[src/rtl/cnn_seq_pkg.sv]
// rtl/cnn_seq_pkg.sv - state encoding, default sizes and timeout class for frame_sequencer
package cnn_seq_pkg;

    typedef enum logic [2:0] {
        S_IDLE   = 3'd0,
        S_CLR    = 3'd1,
        S_STREAM = 3'd2,
        S_WAIT   = 3'd3,
        S_REPORT = 3'd4,
        S_DONE   = 3'd5
    } seq_state_t;

    localparam int DEF_PIX_W      = 8;
    localparam int DEF_IMG_PIXELS = 784;
    localparam int DEF_NUM_IMG    = 100;
    localparam int DEF_CLASS_W    = 4;
    localparam int DEF_TIMEOUT    = 4095;

    // A timed-out image reports the all-ones class; sliced to CLASS_W at the use site.
    localparam logic [31:0] TIMEOUT_CLASS = 32'hFFFF_FFFF;

endpackage

[src/rtl/seq_addr_gen.sv]
// rtl/seq_addr_gen.sv - running image-memory address, per-image pixel counter and last-pixel flag
module seq_addr_gen
    import cnn_seq_pkg::*;
#(
    parameter int IMG_PIXELS = DEF_IMG_PIXELS,
    parameter int ADDR_W     = 10
) (
    input  logic              clk,
    input  logic              rst,
    input  logic              run_clr,
    input  logic              img_clr,
    input  logic              stream,
    output logic              rd,
    output logic [ADDR_W-1:0] addr,
    output logic              drained
);

    localparam int PCNT_W = (IMG_PIXELS > 1) ? $clog2(IMG_PIXELS) : 1;

    logic [PCNT_W-1:0] pix_cnt;
    logic              last_pix;

    assign last_pix = (pix_cnt == PCNT_W'(IMG_PIXELS - 1));
    assign rd       = stream && !drained;

    // The address never rewinds between images, so image n starts at n*IMG_PIXELS for free.
    always_ff @(posedge clk or negedge rst) begin
        if (!rst) begin
            addr    <= '0;
            pix_cnt <= '0;
            drained <= 1'b0;
        end else if (run_clr) begin
            addr    <= '0;
            pix_cnt <= '0;
            drained <= 1'b0;
        end else if (img_clr) begin
            pix_cnt <= '0;
            drained <= 1'b0;
        end else if (rd) begin
            addr <= addr + ADDR_W'(1);
            if (last_pix) begin
                pix_cnt <= '0;
                drained <= 1'b1;
            end else begin
                pix_cnt <= pix_cnt + PCNT_W'(1);
            end
        end
    end

endmodule

[src/rtl/frame_sequencer.sv]
// rtl/frame_sequencer.sv - streams NUM_IMG images to a CNN and reports each decision; SEQ_SCORE_EN enables label scoring
module frame_sequencer
    import cnn_seq_pkg::*;
#(
    parameter int   PIX_W      = DEF_PIX_W,
    parameter int   IMG_PIXELS = DEF_IMG_PIXELS,
    parameter int   NUM_IMG    = DEF_NUM_IMG,
    parameter int   CLASS_W    = DEF_CLASS_W,
    parameter int   TIMEOUT    = DEF_TIMEOUT,
    localparam int  ADDR_W     = (NUM_IMG * IMG_PIXELS > 1) ? $clog2(NUM_IMG * IMG_PIXELS) : 1,
    localparam int  IDX_W      = (NUM_IMG > 1) ? $clog2(NUM_IMG) : 1,
    localparam int  CNT_W      = $clog2(NUM_IMG + 1)
) (
    input  logic               clk,
    input  logic               rst,
    input  logic               start,
    output logic [ADDR_W-1:0]  mem_addr,
    output logic               mem_rd,
    input  logic [PIX_W-1:0]   mem_data,
    input  logic [CLASS_W-1:0] lbl_data,
    output logic [PIX_W-1:0]   pix_out,
    output logic               pix_valid,
    output logic               cnn_clr,
    input  logic [CLASS_W-1:0] cnn_decision,
    input  logic               cnn_valid,
    output logic               res_valid,
    output logic [IDX_W-1:0]   res_idx,
    output logic [CLASS_W-1:0] res_class,
    output logic               res_timeout,
    output logic [CNT_W-1:0]   correct_cnt,
    output logic               busy,
    output logic               done
);

    localparam int TO_W = $clog2(TIMEOUT + 1);

    seq_state_t       state, state_nxt;
    logic             run_clr;
    logic             rd;
    logic             drained;
    logic [IDX_W-1:0] img_idx;
    logic [TO_W-1:0]  wait_cnt;
    logic             last_img;
    logic             timeout_hit;

    assign last_img    = (img_idx == IDX_W'(NUM_IMG - 1));
    assign timeout_hit = (wait_cnt == TO_W'(TIMEOUT - 1));

    seq_addr_gen #(
        .IMG_PIXELS (IMG_PIXELS),
        .ADDR_W     (ADDR_W)
    ) u_addr_gen (
        .clk     (clk),
        .rst     (rst),
        .run_clr (run_clr),
        .img_clr (state == S_CLR),
        .stream  (state == S_STREAM),
        .rd      (rd),
        .addr    (mem_addr),
        .drained (drained)
    );

    always_ff @(posedge clk or negedge rst) begin
        if (!rst) state <= S_IDLE;
        else      state <= state_nxt;
    end

    always_comb begin
        state_nxt = state;
        run_clr   = 1'b0;
        cnn_clr   = 1'b0;
        busy      = 1'b0;
        done      = 1'b0;
        res_valid = 1'b0;
        case (state)
            S_IDLE, S_DONE: begin
                done = (state == S_DONE);
                if (start) begin
                    state_nxt = S_CLR;
                    run_clr   = 1'b1;
                end
            end
            S_CLR: begin
                busy      = 1'b1;
                cnn_clr   = 1'b1;
                state_nxt = S_STREAM;
            end
            S_STREAM: begin
                busy = 1'b1;
                // drained rises with the last valid pixel, so WAIT starts one cycle later
                if (drained) state_nxt = S_WAIT;
            end
            S_WAIT: begin
                busy = 1'b1;
                if (cnn_valid || timeout_hit) state_nxt = S_REPORT;
            end
            S_REPORT: begin
                busy      = 1'b1;
                res_valid = 1'b1;
                state_nxt = last_img ? S_DONE : S_CLR;
            end
            default: state_nxt = S_IDLE;
        endcase
    end

    assign mem_rd  = rd;
    assign pix_out = pix_valid ? mem_data : '0;

    always_ff @(posedge clk or negedge rst) begin
        if (!rst) begin
            pix_valid   <= 1'b0;
            img_idx     <= '0;
            wait_cnt    <= '0;
            res_idx     <= '0;
            res_class   <= '0;
            res_timeout <= 1'b0;
        end else begin
            pix_valid <= rd;

            if (run_clr) img_idx <= '0;
            else if (state == S_REPORT && !last_img) img_idx <= img_idx + IDX_W'(1);

            if (state == S_WAIT) wait_cnt <= wait_cnt + TO_W'(1);
            else                 wait_cnt <= '0;

            // A decision arriving on the timeout cycle still counts as a real result.
            if (state == S_WAIT && (cnn_valid || timeout_hit)) begin
                res_idx <= img_idx;
                if (cnn_valid) begin
                    res_class   <= cnn_decision;
                    res_timeout <= 1'b0;
                end else begin
                    res_class   <= TIMEOUT_CLASS[CLASS_W-1:0];
                    res_timeout <= 1'b1;
                end
            end
        end
    end

`ifdef SEQ_SCORE_EN
    logic [CNT_W-1:0] score;

    always_ff @(posedge clk or negedge rst) begin
        if (!rst) begin
            score <= '0;
        end else if (run_clr) begin
            score <= '0;
        end else if (state == S_REPORT && !res_timeout && res_class == lbl_data &&
                     score != CNT_W'(NUM_IMG)) begin
            score <= score + CNT_W'(1);
        end
    end

    assign correct_cnt = score;
`else
    logic unused_lbl;
    assign unused_lbl  = ^lbl_data;
    assign correct_cnt = '0;
`endif

endmodule

[config.mk]
export PLATFORM = sky130hd
export DESIGN_NAME = frame_sequencer
export DESIGN_NICKNAME = d
export VERILOG_FILES = /design/src/rtl/cnn_seq_pkg.sv /design/src/rtl/seq_addr_gen.sv /design/src/rtl/frame_sequencer.sv
export SDC_FILE = /design/constraint.sdc
export NUM_CORES = 1
export LEC_CHECK = 0
export ABC_AREA = 1
export CELL_PAD_IN_SITES_DETAIL_PLACEMENT = 0
export CELL_PAD_IN_SITES_GLOBAL_PLACEMENT = 1
export CORE_MARGIN = 1.5
export CORE_UTILIZATION = 30
export CTS_CLUSTER_SIZE = 16
export DETAILED_ROUTE_END_ITERATION = 16
export PLACE_DENSITY = 0.7
export SLEW_MARGIN = 20
export SYNTH_ARGS = -nofsm -noshare
export SYNTH_HDL_FRONTEND = slang
export SYNTH_HIERARCHICAL = 1
export SYNTH_SLANG_ARGS = --single-unit
[constraint.sdc]
create_clock -name clk -period 1.5 [get_ports clk]
set_input_delay 0.3 -clock clk [delete_from_list [all_inputs] [get_ports clk]]
set_output_delay 0.3 -clock clk [all_outputs]
set_load 0.05 [all_outputs]
Supply network:
The bar under the picture is 20 um long. Pins as bars on the die edge. Tap cells in gray.
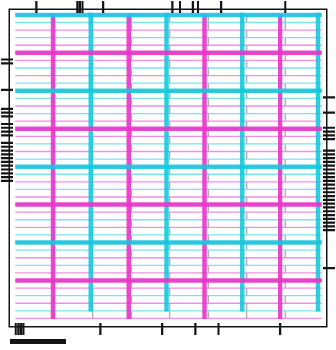
VSS: marked magenta. VDD: marked cyan.
8 straps on met5. The core has 40 rows. 70 signal pins sit on the boundary. 8 straps on met4.

Placement by cell class:
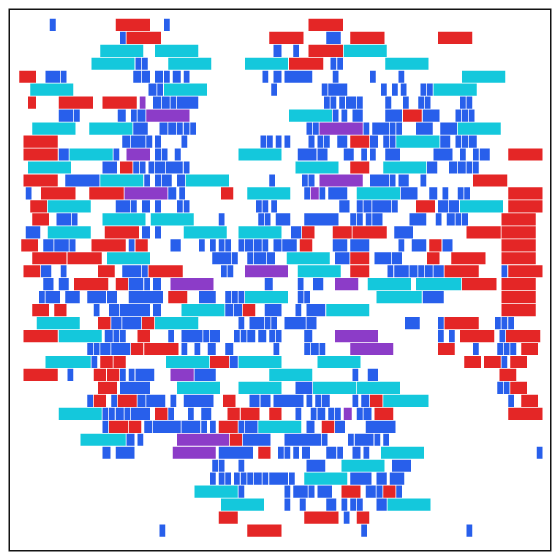
clock drivers and dummy loads: marked purple, cells 16. combinational and other logic: marked blue, cells 413. remaining buffers and delay cells: marked red, cells 110. sequential cells: marked cyan, cells 63.

Clock network drawn from the DEF:
The bar under the picture is 20 um long.
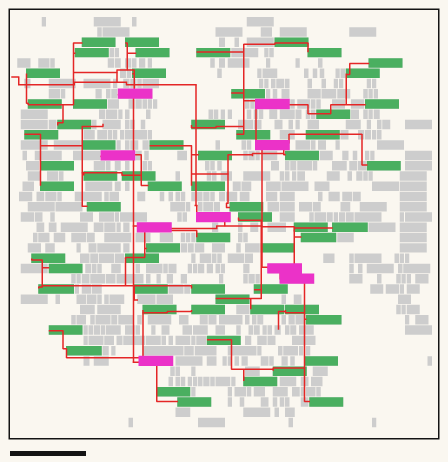
flip-flops: marked green, count 63. clock drivers: marked magenta, count 9. clock wires: marked red, length 993 um.
Position of the flops: widely spread. There are 10 routed clock nets.

==> results.json <==
{
  "status": "complete, but fails checks",
  "failed_checks": "negative setup slack",
  "top_area_cell": "dfrtp_1",
  "areaGrowthSynthToFinish_pct": 62.76,
  "hold_buffers": 1,
  "placed_cell_area_sq_mm": 0.005085,
  "rr_startpoint": "state[2]$_DFFE_PN0P_",
  "seq-power_mw": 2.18,
  "syn_avg_cell_area_sq_um": 7.601,
  "cts-buffers-inserted": 9,
  "post-cts-setup-buffers": 14,
  "warnings": 34,
  "grt_pass1_vias": 3417,
  "n_antenna_cell": 0,
  "io_pins": 70,
  "p_seq_share_pct": 24.8,
  "max_freq_mhz": 569.1,
  "path_delay_family": "buffers and inverters",
  "yosys-top-cells-area": "dfrtp_1 (43%), nand2_1 (13%), inv_1 (6.8%), nor2_1 (6.3%), nand3_1 (4.0%)",
  "hold_viol": 0,
  "reg2regPathDepth": 12,
  "p_leak_nw": 2.712,
  "syn-cell-area_sq_mm": 0.003648,
  "p_comb_mw": 4.44,
  "p_clk_mw": 2.16,
  "cp.required_ns": 1.20,
  "synth-edff-count": 0,
  "top_area_share_pct": 43.21,
  "cap_violations": 0,
  "path_buffers": 5,
  "cp-end-kind": "primary output",
  "cp.arrival_ns": 1.46,
  "grt_usage_pct": 14.82,
  "gr-total-overflow": 0,
  "path_class": "flop to primary output",
  "num_rows": 40,
  "pwr-share-clk_pct": 24.6,
  "yosys.cell_count.top_type": "nand2_1",
  "wirelength_um": 9365,
  "clock_latency_ns": 0.33,
  "die_w_um": 113.3,
  "tritoncts": "yes",
  "swShare_pct": 39.02,
  "cts_resized": 52,
  "yosys_warnings": 6,
  "finalWorstSetupSlack_ns": -0.2571,
  "antenna_found_initial": 0,
  "grt_start_max_net_pins": 30,
  "crit_start": "state[2]$_DFFE_PN0P_",
  "cp_slowest_cell": "dfrtp_2",
  "via_count": 3402,
  "path_max_fanout": 3,
  "p_per_area_mw_per_mm2": 1477,
  "synth_flops": 63,
  "fp_util_pct": 30.50,
  "combPwrFrac_pct": 50.6,
  "place_hpwl_um": 6546,
  "switchingPower_mw": 3.422,
  "setup_viol": 33,
  "power.group.top": "combinational cells",
  "synth-main-ff-cell": "dfrtp_1",
  "reg2reg_setup_slack_ns": -0.24,
  "fin_crit_ns": 1.757
}
==> per-stage QoR <==
step | power (mW) | utilization (%) | setup TNS, ns
global route | 9.242 | 49.64 | -7.780
finish | 8.771 | 49.64 | -4.565
global placement | 5.684 | 42.51 | -3.279
floorplan | 4.114 | - | -2.166
detailed placement | 5.719 | 42.51 | -3.896
CTS | 8.476 | 47.72 | -3.705
==> cell families after synthesis <==
group	Yosys count	synth area share, %
AOI/OAI and AO/OA	51	8.127
xor gates and xnor gates	5	1.200
adders and majority gates	5	1.715
buffers and inverters	88	10.49
DFF	63	43.21
other	1	0.1028
and+or+nand+nor	267	35.15
==> layout make-up <==
class                   instances  area (sq um)
multi-input cells             337          2032
clock inverters                 3         40.04
clock buffers                  13         270.3
well taps                     147         183.9
repair buffers                110          1513
flip-flops and latches         63          1583
fillers                      1098          6023
inverters                      76         316.6
==> layout by cell type (no fill, tap or decap), types with 5 or more instances in the layout <==
master	instances
a21oi_1	14
a21oi_2	12
buf_12	47
buf_4	30
buf_6	17
clkbuf_16	9
clkdlybuf4s50_1	14
conb_1	7
dfrtp_1	58
dfrtp_2	5
ha_1	5
inv_1	56
inv_2	11
inv_4	6
nand2_1	111
nand2_2	16
nand2_4	8
nand3_1	23
nand3_2	8
nand3_4	5
nor2_1	48
nor2_2	14
nor2_4	14
o21ai_0	7
o21ai_1	9
o21ai_2	7
==> state kept, by name, indices dropped and copies added, names as in the netlist, 3 cells and up <==
signal / cells
res_class: 4
state: 3
u_addr_gen/addr: 17
res_idx: 7
img_idx: 7
wait_cnt: 12
u_addr_gen/pix_cnt: 10
==> routing by layer <==
layer  GRT usage [%]  share of wire (%)
met3           3.696                5.3
met1           18.42                 45
met2           24.85                 48
met5               0                  0
met4           5.667                1.4
Power is estimated from default activity; no workload was simulated.
